**config.mk**
```make
export PLATFORM = sky130hd
export DESIGN_NAME = slave_protocol_controller_flat
export DESIGN_NICKNAME = d
export VERILOG_FILES = /design/src/rtl/slave_protocol_controller_if.sv /design/src/rtl/slave_protocol_controller.sv /design/src/flat_wrapper.sv
export SDC_FILE = /design/constraint.sdc
export NUM_CORES = 1
export LEC_CHECK = 0
export ABC_AREA = 0
export CAP_MARGIN = 5
export CORE_MARGIN = 10
export CORE_UTILIZATION = 28
export DETAILED_ROUTE_END_ITERATION = 8
export DONT_BUFFER_PORTS = 1
export SLEW_MARGIN = 15
export SYNTH_ARGS = -nofsm -noshare
export SYNTH_HDL_FRONTEND = slang
export SYNTH_SLANG_ARGS = --single-unit
export TNS_END_PERCENT = 100
```
**constraint.sdc**
```tcl
create_clock -name slave_clock -period 5.45 [get_ports slave_clock]
set_input_delay 0.8175 -clock slave_clock [delete_from_list [all_inputs] [get_ports slave_clock]]
set_output_delay 0.8175 -clock slave_clock [all_outputs]
set_load 0.05 [all_outputs]
```
**src/rtl/slave_protocol_controller_if.sv**
```systemverilog
// Bus bundle between the I2C slave controller, its pad cells and the host logic.
//   slave_scl_in / slave_sda_in : raw pad inputs (wired-AND line level)
//   slave_sda_oe / slave_scl_oe : 1 = pull the line low
//   rx_data / rx_valid          : received data byte and its one-cycle strobe
//   tx_data / tx_valid / tx_ack : byte offered for reads, consumed strobe
//   busy / rw                   : slave addressed, latched R/W bit
//   start_pulse / stop_pulse    : one-cycle bus condition strobes
// Modport slave is the controller's view; modport master is the pad/host side.
interface slave_protocol_controller_if;
    logic       slave_scl_in;
    logic       slave_sda_in;
    logic       slave_sda_oe;
    logic       slave_scl_oe;
    logic [7:0] rx_data;
    logic       rx_valid;
    logic [7:0] tx_data;
    logic       tx_valid;
    logic       tx_ack;
    logic       busy;
    logic       rw;
    logic       start_pulse;
    logic       stop_pulse;

    modport slave (
        input  slave_scl_in, slave_sda_in, tx_data, tx_valid,
        output slave_sda_oe, slave_scl_oe, rx_data, rx_valid, tx_ack,
               busy, rw, start_pulse, stop_pulse
    );

    modport master (
        output slave_scl_in, slave_sda_in, tx_data, tx_valid,
        input  slave_sda_oe, slave_scl_oe, rx_data, rx_valid, tx_ack,
               busy, rw, start_pulse, stop_pulse
    );
endinterface

```
**src/rtl/slave_protocol_controller.sv**
```systemverilog
// Byte-level I2C slave controller: synchronises SCL/SDA, detects START/STOP,
// matches a 7-bit address, shifts data in/out, drives ACK and (optionally)
// stretches SCL while waiting for transmit data.
// Ports:
//   slave_clock : system clock, at least 8x the SCL frequency
//   slave_rst   : asynchronous active-low reset
//   bus         : slave_protocol_controller_if.slave (pads + host handshake)
// Parameter SLAVE_ADDR : 7-bit bus address answered by this slave.
// Build option: define SLAVE_CLK_STRETCH_EN to hold SCL low while no transmit
// byte is available; otherwise an empty transmit slot sends 8'hFF.
module slave_protocol_controller #(
    parameter logic [6:0] SLAVE_ADDR = 7'h50
) (
    input  logic                              slave_clock,
    input  logic                              slave_rst,
    slave_protocol_controller_if.slave        bus
);
    localparam int unsigned BYTE_W = 8;
    localparam int unsigned CNT_W  = 4;
    localparam logic [CNT_W-1:0] CNT_LAST = CNT_W'(BYTE_W);
    localparam logic [CNT_W-1:0] CNT_MSB7 = CNT_W'(BYTE_W - 1);
    // Marks a received byte as already delivered while waiting for the ACK fall.
    localparam logic [CNT_W-1:0] CNT_DONE = CNT_W'(BYTE_W + 1);

    typedef enum logic [3:0] {
        IDLE,
        ADDR,
        ADDR_ACK,
        RX,
        RX_ACK,
        TX,
        TX_MACK,
        TX_WAIT,
        IGNORE
    } state_t;

    state_t state_q, state_d;

    logic [BYTE_W-1:0] shreg_q, shreg_d;
    logic [CNT_W-1:0]  bit_cnt_q, bit_cnt_d;
    logic              sda_oe_q, sda_oe_d;
    logic [BYTE_W-1:0] rx_data_q, rx_data_d;
    logic              rx_valid_q, rx_valid_d;
    logic              tx_ack_q, tx_ack_d;
    logic              busy_q, busy_d;
    logic              rw_q, rw_d;
    logic              start_q, start_d;
    logic              stop_q, stop_d;
    logic              tx_load;
`ifdef SLAVE_CLK_STRETCH_EN
    logic              scl_oe_q, scl_oe_d;
`endif

    // Two-flop synchronisers plus one history flop per line.
    logic scl_s1, scl_s2, scl_h;
    logic sda_s1, sda_s2, sda_h;

    always_ff @(posedge slave_clock or negedge slave_rst) begin
        if (!slave_rst) begin
            scl_s1 <= 1'b1;
            scl_s2 <= 1'b1;
            scl_h  <= 1'b1;
            sda_s1 <= 1'b1;
            sda_s2 <= 1'b1;
            sda_h  <= 1'b1;
        end else begin
            scl_s1 <= bus.slave_scl_in;
            scl_s2 <= scl_s1;
            scl_h  <= scl_s2;
            sda_s1 <= bus.slave_sda_in;
            sda_s2 <= sda_s1;
            sda_h  <= sda_s2;
        end
    end

    logic scl_rise, scl_fall, start_det, stop_det;
    assign scl_rise  = scl_s2 & ~scl_h;
    assign scl_fall  = ~scl_s2 & scl_h;
    assign start_det = scl_s2 & scl_h & sda_h & ~sda_s2;
    assign stop_det  = scl_s2 & scl_h & ~sda_h & sda_s2;

    // State and output registers.
    always_ff @(posedge slave_clock or negedge slave_rst) begin
        if (!slave_rst) begin
            state_q    <= IDLE;
            shreg_q    <= '0;
            bit_cnt_q  <= '0;
            sda_oe_q   <= 1'b0;
            rx_data_q  <= '0;
            rx_valid_q <= 1'b0;
            tx_ack_q   <= 1'b0;
            busy_q     <= 1'b0;
            rw_q       <= 1'b0;
            start_q    <= 1'b0;
            stop_q     <= 1'b0;
`ifdef SLAVE_CLK_STRETCH_EN
            scl_oe_q   <= 1'b0;
`endif
        end else begin
            state_q    <= state_d;
            shreg_q    <= shreg_d;
            bit_cnt_q  <= bit_cnt_d;
            sda_oe_q   <= sda_oe_d;
            rx_data_q  <= rx_data_d;
            rx_valid_q <= rx_valid_d;
            tx_ack_q   <= tx_ack_d;
            busy_q     <= busy_d;
            rw_q       <= rw_d;
            start_q    <= start_d;
            stop_q     <= stop_d;
`ifdef SLAVE_CLK_STRETCH_EN
            scl_oe_q   <= scl_oe_d;
`endif
        end
    end

    // Next-state and next-output logic; STOP beats START beats SCL edges.
    always_comb begin
        state_d    = state_q;
        shreg_d    = shreg_q;
        bit_cnt_d  = bit_cnt_q;
        sda_oe_d   = sda_oe_q;
        rx_data_d  = rx_data_q;
        rx_valid_d = 1'b0;
        tx_ack_d   = 1'b0;
        busy_d     = busy_q;
        rw_d       = rw_q;
        start_d    = 1'b0;
        stop_d     = 1'b0;
        tx_load    = 1'b0;
`ifdef SLAVE_CLK_STRETCH_EN
        scl_oe_d   = scl_oe_q;
`endif

        if (stop_det) begin
            state_d   = IDLE;
            bit_cnt_d = '0;
            sda_oe_d  = 1'b0;
            busy_d    = 1'b0;
            stop_d    = 1'b1;
`ifdef SLAVE_CLK_STRETCH_EN
            scl_oe_d  = 1'b0;
`endif
        end else if (start_det) begin
            state_d   = ADDR;
            bit_cnt_d = '0;
            sda_oe_d  = 1'b0;
            start_d   = 1'b1;
`ifdef SLAVE_CLK_STRETCH_EN
            scl_oe_d  = 1'b0;
`endif
        end else begin
            unique case (state_q)
                IDLE: begin
                    sda_oe_d = 1'b0;
`ifdef SLAVE_CLK_STRETCH_EN
                    scl_oe_d = 1'b0;
`endif
                end
                ADDR: begin
                    if (scl_rise && bit_cnt_q < CNT_LAST) begin
                        shreg_d   = {shreg_q[BYTE_W-2:0], sda_s2};
                        bit_cnt_d = bit_cnt_q + CNT_W'(1);
                        if (bit_cnt_q == CNT_MSB7) begin
                            rw_d = sda_s2;
                        end
                    end else if (scl_fall && bit_cnt_q == CNT_LAST) begin
                        bit_cnt_d = '0;
                        if (shreg_q[BYTE_W-1:1] == SLAVE_ADDR) begin
                            state_d  = ADDR_ACK;
                            sda_oe_d = 1'b1;
                            busy_d   = 1'b1;
                        end else begin
                            state_d  = IGNORE;
                            busy_d   = 1'b0;
                        end
                    end
                end
                ADDR_ACK: begin
                    busy_d = 1'b1;
                    if (scl_fall) begin
                        bit_cnt_d = '0;
                        sda_oe_d  = 1'b0;
                        if (rw_q) begin
                            tx_load = 1'b1;
                        end else begin
                            state_d = RX;
                        end
                    end
                end
                RX: begin
                    if (scl_rise && bit_cnt_q < CNT_LAST) begin
                        shreg_d   = {shreg_q[BYTE_W-2:0], sda_s2};
                        bit_cnt_d = bit_cnt_q + CNT_W'(1);
                    end
                    // Byte completes the cycle after the 8th rise, before ACK.
                    if (bit_cnt_q == CNT_LAST) begin
                        rx_data_d  = shreg_q;
                        rx_valid_d = 1'b1;
                        bit_cnt_d  = CNT_DONE;
                    end
                    if (scl_fall && bit_cnt_q >= CNT_LAST) begin
                        state_d   = RX_ACK;
                        sda_oe_d  = 1'b1;
                        bit_cnt_d = '0;
                    end
                end
                RX_ACK: begin
                    if (scl_fall) begin
                        state_d   = RX;
                        sda_oe_d  = 1'b0;
                        bit_cnt_d = '0;
                    end
                end
                TX: begin
                    if (scl_fall) begin
                        if (bit_cnt_q == CNT_LAST) begin
                            state_d   = TX_MACK;
                            sda_oe_d  = 1'b0;
                            bit_cnt_d = '0;
                        end else begin
                            sda_oe_d  = ~shreg_q[BYTE_W-2];
                            shreg_d   = {shreg_q[BYTE_W-2:0], 1'b1};
                            bit_cnt_d = bit_cnt_q + CNT_W'(1);
                        end
                    end
                end
                TX_MACK: begin
                    // bit_cnt=1 records that the master acknowledged.
                    if (scl_rise) begin
                        if (sda_s2) begin
                            state_d = IGNORE;
                            busy_d  = 1'b0;
                        end else begin
                            bit_cnt_d = CNT_W'(1);
                        end
                    end else if (scl_fall && bit_cnt_q == CNT_W'(1)) begin
                        bit_cnt_d = '0;
                        tx_load   = 1'b1;
                    end
                end
`ifdef SLAVE_CLK_STRETCH_EN
                TX_WAIT: begin
                    if (bus.tx_valid) begin
                        tx_load = 1'b1;
                    end
                end
`endif
                IGNORE: begin
                    sda_oe_d = 1'b0;
                    busy_d   = 1'b0;
`ifdef SLAVE_CLK_STRETCH_EN
                    scl_oe_d = 1'b0;
`endif
                end
                default: begin
                    state_d  = IDLE;
                    sda_oe_d = 1'b0;
                    busy_d   = 1'b0;
                end
            endcase

            // Transmit slot opens on the SCL fall itself so the MSB is on SDA
            // one cycle later, well inside the low phase.
            if (tx_load) begin
                if (bus.tx_valid) begin
                    shreg_d   = bus.tx_data;
                    tx_ack_d  = 1'b1;
                    sda_oe_d  = ~bus.tx_data[BYTE_W-1];
                    bit_cnt_d = CNT_W'(1);
                    state_d   = TX;
`ifdef SLAVE_CLK_STRETCH_EN
                    scl_oe_d  = 1'b0;
`endif
                end else begin
`ifdef SLAVE_CLK_STRETCH_EN
                    state_d   = TX_WAIT;
                    scl_oe_d  = 1'b1;
                    sda_oe_d  = 1'b0;
                    bit_cnt_d = '0;
`else
                    shreg_d   = '1;
                    sda_oe_d  = 1'b0;
                    bit_cnt_d = CNT_W'(1);
                    state_d   = TX;
`endif
                end
            end
        end
    end

    assign bus.slave_sda_oe = sda_oe_q;
`ifdef SLAVE_CLK_STRETCH_EN
    assign bus.slave_scl_oe = scl_oe_q;
`else
    assign bus.slave_scl_oe = 1'b0;
`endif
    assign bus.rx_data     = rx_data_q;
    assign bus.rx_valid    = rx_valid_q;
    assign bus.tx_ack      = tx_ack_q;
    assign bus.busy        = busy_q;
    assign bus.rw          = rw_q;
    assign bus.start_pulse = start_q;
    assign bus.stop_pulse  = stop_q;
endmodule

```
**src/flat_wrapper.sv**
```systemverilog
// flat-port wrapper written by rule: the top's interface ports become plain ports
module slave_protocol_controller_flat 
#(
    parameter logic [6:0] SLAVE_ADDR = 7'h50
)
  (slave_clock, slave_rst, bus_slave_scl_in, bus_slave_sda_in, bus_tx_data, bus_tx_valid, bus_slave_sda_oe, bus_slave_scl_oe, bus_rx_data, bus_rx_valid, bus_tx_ack, bus_busy, bus_rw, bus_start_pulse, bus_stop_pulse);
  slave_protocol_controller_if bus_i ();
  input  logic slave_clock;
  input  logic slave_rst;
  input wire logic [$bits(bus_i.slave_scl_in)-1:0] bus_slave_scl_in;
  input wire logic [$bits(bus_i.slave_sda_in)-1:0] bus_slave_sda_in;
  input wire logic [$bits(bus_i.tx_data)-1:0] bus_tx_data;
  input wire logic [$bits(bus_i.tx_valid)-1:0] bus_tx_valid;
  output wire logic [$bits(bus_i.slave_sda_oe)-1:0] bus_slave_sda_oe;
  output wire logic [$bits(bus_i.slave_scl_oe)-1:0] bus_slave_scl_oe;
  output wire logic [$bits(bus_i.rx_data)-1:0] bus_rx_data;
  output wire logic [$bits(bus_i.rx_valid)-1:0] bus_rx_valid;
  output wire logic [$bits(bus_i.tx_ack)-1:0] bus_tx_ack;
  output wire logic [$bits(bus_i.busy)-1:0] bus_busy;
  output wire logic [$bits(bus_i.rw)-1:0] bus_rw;
  output wire logic [$bits(bus_i.start_pulse)-1:0] bus_start_pulse;
  output wire logic [$bits(bus_i.stop_pulse)-1:0] bus_stop_pulse;
  assign bus_i.slave_scl_in = bus_slave_scl_in;
  assign bus_i.slave_sda_in = bus_slave_sda_in;
  assign bus_i.tx_data = bus_tx_data;
  assign bus_i.tx_valid = bus_tx_valid;
  assign bus_slave_sda_oe = bus_i.slave_sda_oe;
  assign bus_slave_scl_oe = bus_i.slave_scl_oe;
  assign bus_rx_data = bus_i.rx_data;
  assign bus_rx_valid = bus_i.rx_valid;
  assign bus_tx_ack = bus_i.tx_ack;
  assign bus_busy = bus_i.busy;
  assign bus_rw = bus_i.rw;
  assign bus_start_pulse = bus_i.start_pulse;
  assign bus_stop_pulse = bus_i.stop_pulse;
  slave_protocol_controller #(.SLAVE_ADDR(SLAVE_ADDR)) u_core (.slave_clock(slave_clock), .slave_rst(slave_rst), .bus(bus_i));
endmodule
```
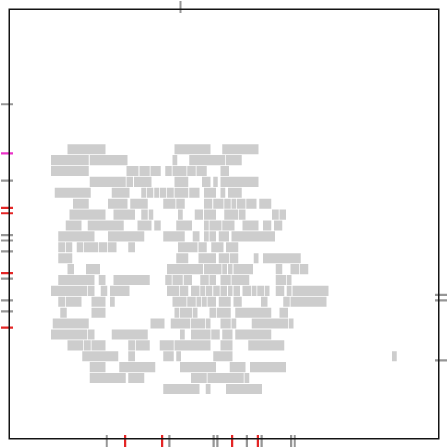
**Above:** ports around the boundary.
Pins as bars across the die edge, other pins in gray.
magenta -> bus_slave_sda_in  # pins 1, direction input, edge west
red -> bus_rx_data  # pins 8, direction output, edge 4 west, 4 south
all pins by edge = 13 west, 12 south, 3 east, 1 north
die outline width: 107 um
DIE HEIGHT: 107 um
count of buffers from port buffering: 0

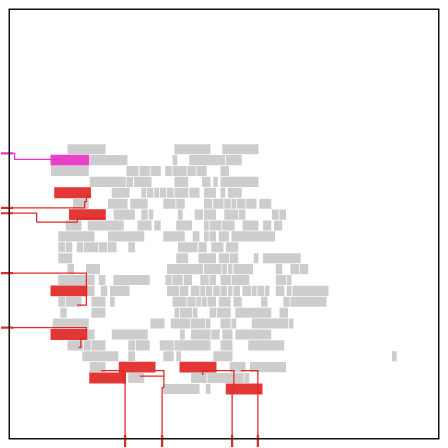
**Above:** nets reached from selected ports.
magenta -> bus_slave_sda_in  # direction input, edge west, end cells 1, buffers 0, wire 13.3 um
red -> bus_rx_data  # direction output, edge 4 west, 4 south, end cells 8, buffers 0, wire 197 um
# IOs: 29

==> summary.txt <==
This memo summarizes the results of the implementation run.

Outcome
The run finished with clean final reports.

Drt
The number of vias per cell is 5.39. The first detailed-routing pass took 4 iterations. The uppermost layer routed is met4. In the detailed route, the total length drawn on met3 is 381 um. After detailed routing, the wire length on met1 is 2290 um.

In the routed design, unresolved DRC markers number 0. The routed length on met2 is 2190 um. The count of nets left with antenna violations once routing finished came out at 0. The iteration-0 DRC count of the detailed router is 301.

Clocking
The number of CTS-inserted buffers is 5. The maximum count of clock buffers along a single path is 2. The number of buffers inserted to repair setup after CTS is 0. The clock-pin transition on the worst setup and hold timing paths is 0.07 ns. In this run, post-CTS repair resized a total of 0 instances.

Clock tree synthesis found a total of 37 sinks. For this design, the CTS-stage hold fixing added 0 buffers. The TritonCTS clock tree is built.

The CTS H-tree depth is 2.

Global routing
After global routing the overflow that remains totals 0. The global routing met3 resource utilization is 2.63%. The global routing met2 resource utilization is 13.1%. Entering global routing, the biggest net connects 38 pins. The most used routing layer is met2.

The first global-routing pass estimated 8420 um of wire. The via count of the first global-routing pass is 1613. Global routing consumed, on the met1 layer, 12.2% of the routing resources.

Synthesis
The distinct cell type count after synthesis is 60. The synthesized area per cell is 10.2 sq um. The post-synth register bit count is 37. The synthesized design devotes to its leading area cell type 36.8% of total area. sky130_fd_sc_hd__dfrtp_1 takes more of the synthesized area than any other cell. In the synthesized netlist, the cells that appear most often are sky130_fd_sc_hd__dfrtp_1, sky130_fd_sc_hd__a21oi_1, sky130_fd_sc_hd__nor3_1. Warnings reported by Yosys during synthesis add up to 0. In this run, synthesis inferred 0 flip-flops with an integrated enable. The sequential cell area fraction in the yosys report is 44.2%.

The synthesized instance count is 206. The total nets after synthesis is 222. The commonest register cell after synthesis is sky130_fd_sc_hd__dfrtp_1. In the synthesis report, Yosys lists the chip area as 2110 sq um. The most frequently used library cell after synthesis is sky130_fd_sc_hd__dfrtp_1. The synthesized netlist occupies a cell area of 2110 sq um. Yosys attributes the largest share of cell area to sky130_fd_sc_hd__dfrtp_1, sky130_fd_sc_hd__dfstp_2, sky130_fd_sc_hd__mux2_2, sky130_fd_sc_hd__mux2i_1, sky130_fd_sc_hd__a21oi_1. The number of cells in the yosys synthesis report is 206.

Of all flip-flops after synthesis, the portion carrying an async set or reset was 100%.

Cells and area
The commonest non-fill, non-tap cell in the layout is sky130_fd_sc_hd__dfrtp_1. The layout report gives the multi-input gate share of total cell area as 46.9%. Leaving out the clock tree, the finished layout contains an inverter count of 10. The final layout net count is 221. The clock distribution area overhead in the final layout is 5.07%. The number of logic gates is 150. In this run the layout overhead on the synthesized area is reported as 8.65%.

The diode insertion count for antenna repair is 0. The layout report lists the multi-input gate area as 1070 sq um. The footprint of the flip-flops and latches is 933 sq um. The number of ordinary and repair buffers in the finished layout is 1. The count of clock buffers in the final design is 7. There are 37 flip-flops and latches. Sequential cells make up 40.7% of the cell area. The final design area excluding fillers is 2290 sq um. The count of fill cells added during filler insertion is 771.

Placed design
Detailed placement ended at an HPWL of 3690 um. Once placement finished, the instance area stood at 2180 sq um. The final RePlAce weighted congestion is 0.934.

Pwr
Dividing total power by cell area gives a power density of 482 nW/um^2. The combinational power share is 36.8%. The total sequential power is 0.454 mW.

The script extracted a total leakage power of 0.943 nW. The share of total power in sequential cells is 41.1%. The power in the clock group is 0.244 mW.

The switching power of the nets is 0.425 mW. Net switching is 38.5% of the power. The largest power group is registers. The analysis reports a worst IR drop on VDD of 185 uV. The combinational power reported by the tool is 0.406 mW.

In the power breakdown, the internal column shows 0.679 mW.

Timing
The maximum clock skew at final layout is 0.00464 ns. The pin closest to its max-slew limit shows a slew of 0.828 ns. For reference, the final report shows the max-slew violation count at 0. From the final report, the count of setup violators was given as 0. The minimum period implied by the final worst setup slack is 2.57 ns.

For reference, the final report shows the hold violation count at 0. The share of the cycle needed by the critical path after routing is 47.2%. Setup repair after global routing left no endpoint under its margin. For the final routed database, the setup TNS stands at 0 ns.

Setup path
The report shows a maximum critical-path fanout of 5. The critical setup path kind is reg2reg. STA classifies the critical path endpoint as a flip-flop. STA classifies the critical path startpoint as a flip-flop. The critical path required time is 5.63 ns.

Setup slack on the worst reg-to-reg path comes out at 2.88 ns. STA shows the worst reg2reg path with a cell count of 7. Data arrives at the worst endpoint at 2.75 ns.

Floorplan
The floorplan report lists the tap cell count as 99. Once the floorplan was initialized, standard cells occupied 28.9% of the core. The floorplan core area is 7290 sq um. Row generation in the floorplan step produced 31 rows.

Flow run
The tool flagged a number of max-cap violations equal to 0. The tool warning count for the run is 28.

Worst hold path
The path class of the tightest hold or removal check is in2async.
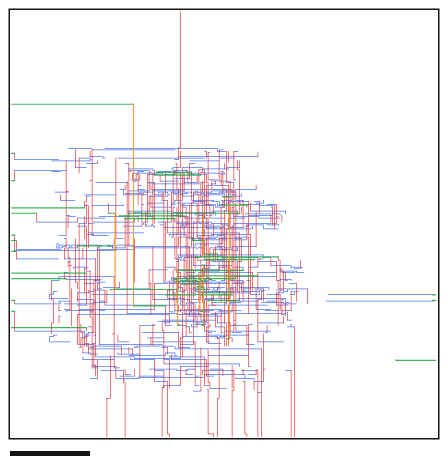
**Above:** wiring by layer.
Bar = 20 um.
orange -> M4  # wire length 150 um
green -> M3  # wire length 382 um
red -> M2  # wire length 2190 um
blue -> M1  # wire length 2290 um
overall global routing resource usage: 9.17%
total number of vias: 1644
drt total wl: 5010 um
wire per inst: 16.4 um

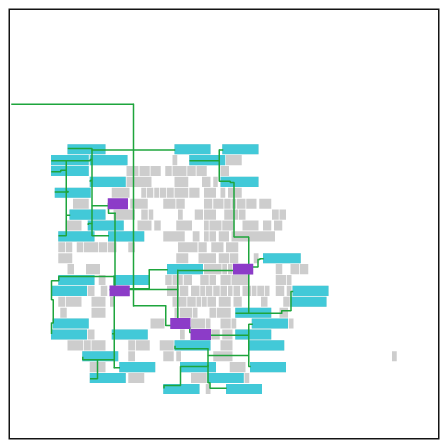
**Above:** clock distribution.
cyan -> flip-flops  # count 37
green -> clock wires  # length 519 um
purple -> clock-net drivers  # count 5
routed clock nets = 6
clock network fraction of total power: 22.1%
latest clock arrival within the worst-skew pair: 0.29 ns

[metrics by stage]
| stage | worst slack, ns | hold WS [ns] | power, mW | cells | utilization (%) |
|---|---|---|---|---|---|
| detailed placement | 2.90 | 0.347 | 0.855 | 297 | 29.9 |
| finish | 2.88 | 0.218 | 1.10 | 305 | 31.5 |
| CTS | 2.89 | 0.207 | 1.10 | 305 | 31.5 |
| global route | 2.72 | 0.198 | 1.19 | 305 | 31.5 |
| global placement | 3.02 | 0.346 | 0.862 | 297 | 29.9 |
| floorplan | 3.21 | 0.345 | 0.768 | 206 | - |
[worst max-delay path, stage by stage (launching register included)]
cell and delay [ns]:
sky130_fd_sc_hd__dfrtp_1 0.40, sky130_fd_sc_hd__inv_1 0.10, sky130_fd_sc_hd__ha_1 0.14, sky130_fd_sc_hd__or3b_1 0.37, sky130_fd_sc_hd__mux2_4 0.28, sky130_fd_sc_hd__nor4_1 0.72
sky130_fd_sc_hd__nor2_1 0.16, sky130_fd_sc_hd__a32o_1 0.29
[cells by family after synthesis]
family | after synthesis | share of synthesized area, %
AND-OR/OR-AND | 48 | 15.6
XOR/XNOR | 2 | 0.830
adder cells (fa/ha/maj) | 3 | 1.78
buffers and inverters | 19 | 4.86
flip-flops | 37 | 44.2
multiplexers | 20 | 10.4
other | 1 | 0.178
AND/OR/NAND/NOR | 76 | 22.1
[final timing paths]
check                                    start                     to
min                                  slave_rst  u_core.bus.rx_data[4]
min in group slave_clock         u_core.sda_s1          u_core.sda_s2
max reg2reg                u_core.bit_cnt_q[1]    u_core.bit_cnt_q[2]
min reg2reg                      u_core.sda_s1          u_core.sda_s2
max                        u_core.bit_cnt_q[1]    u_core.bit_cnt_q[2]
max in group asynchronous            slave_rst           u_core.scl_h
Power figures rest on the tool's default switching activity, not on a simulated workload.
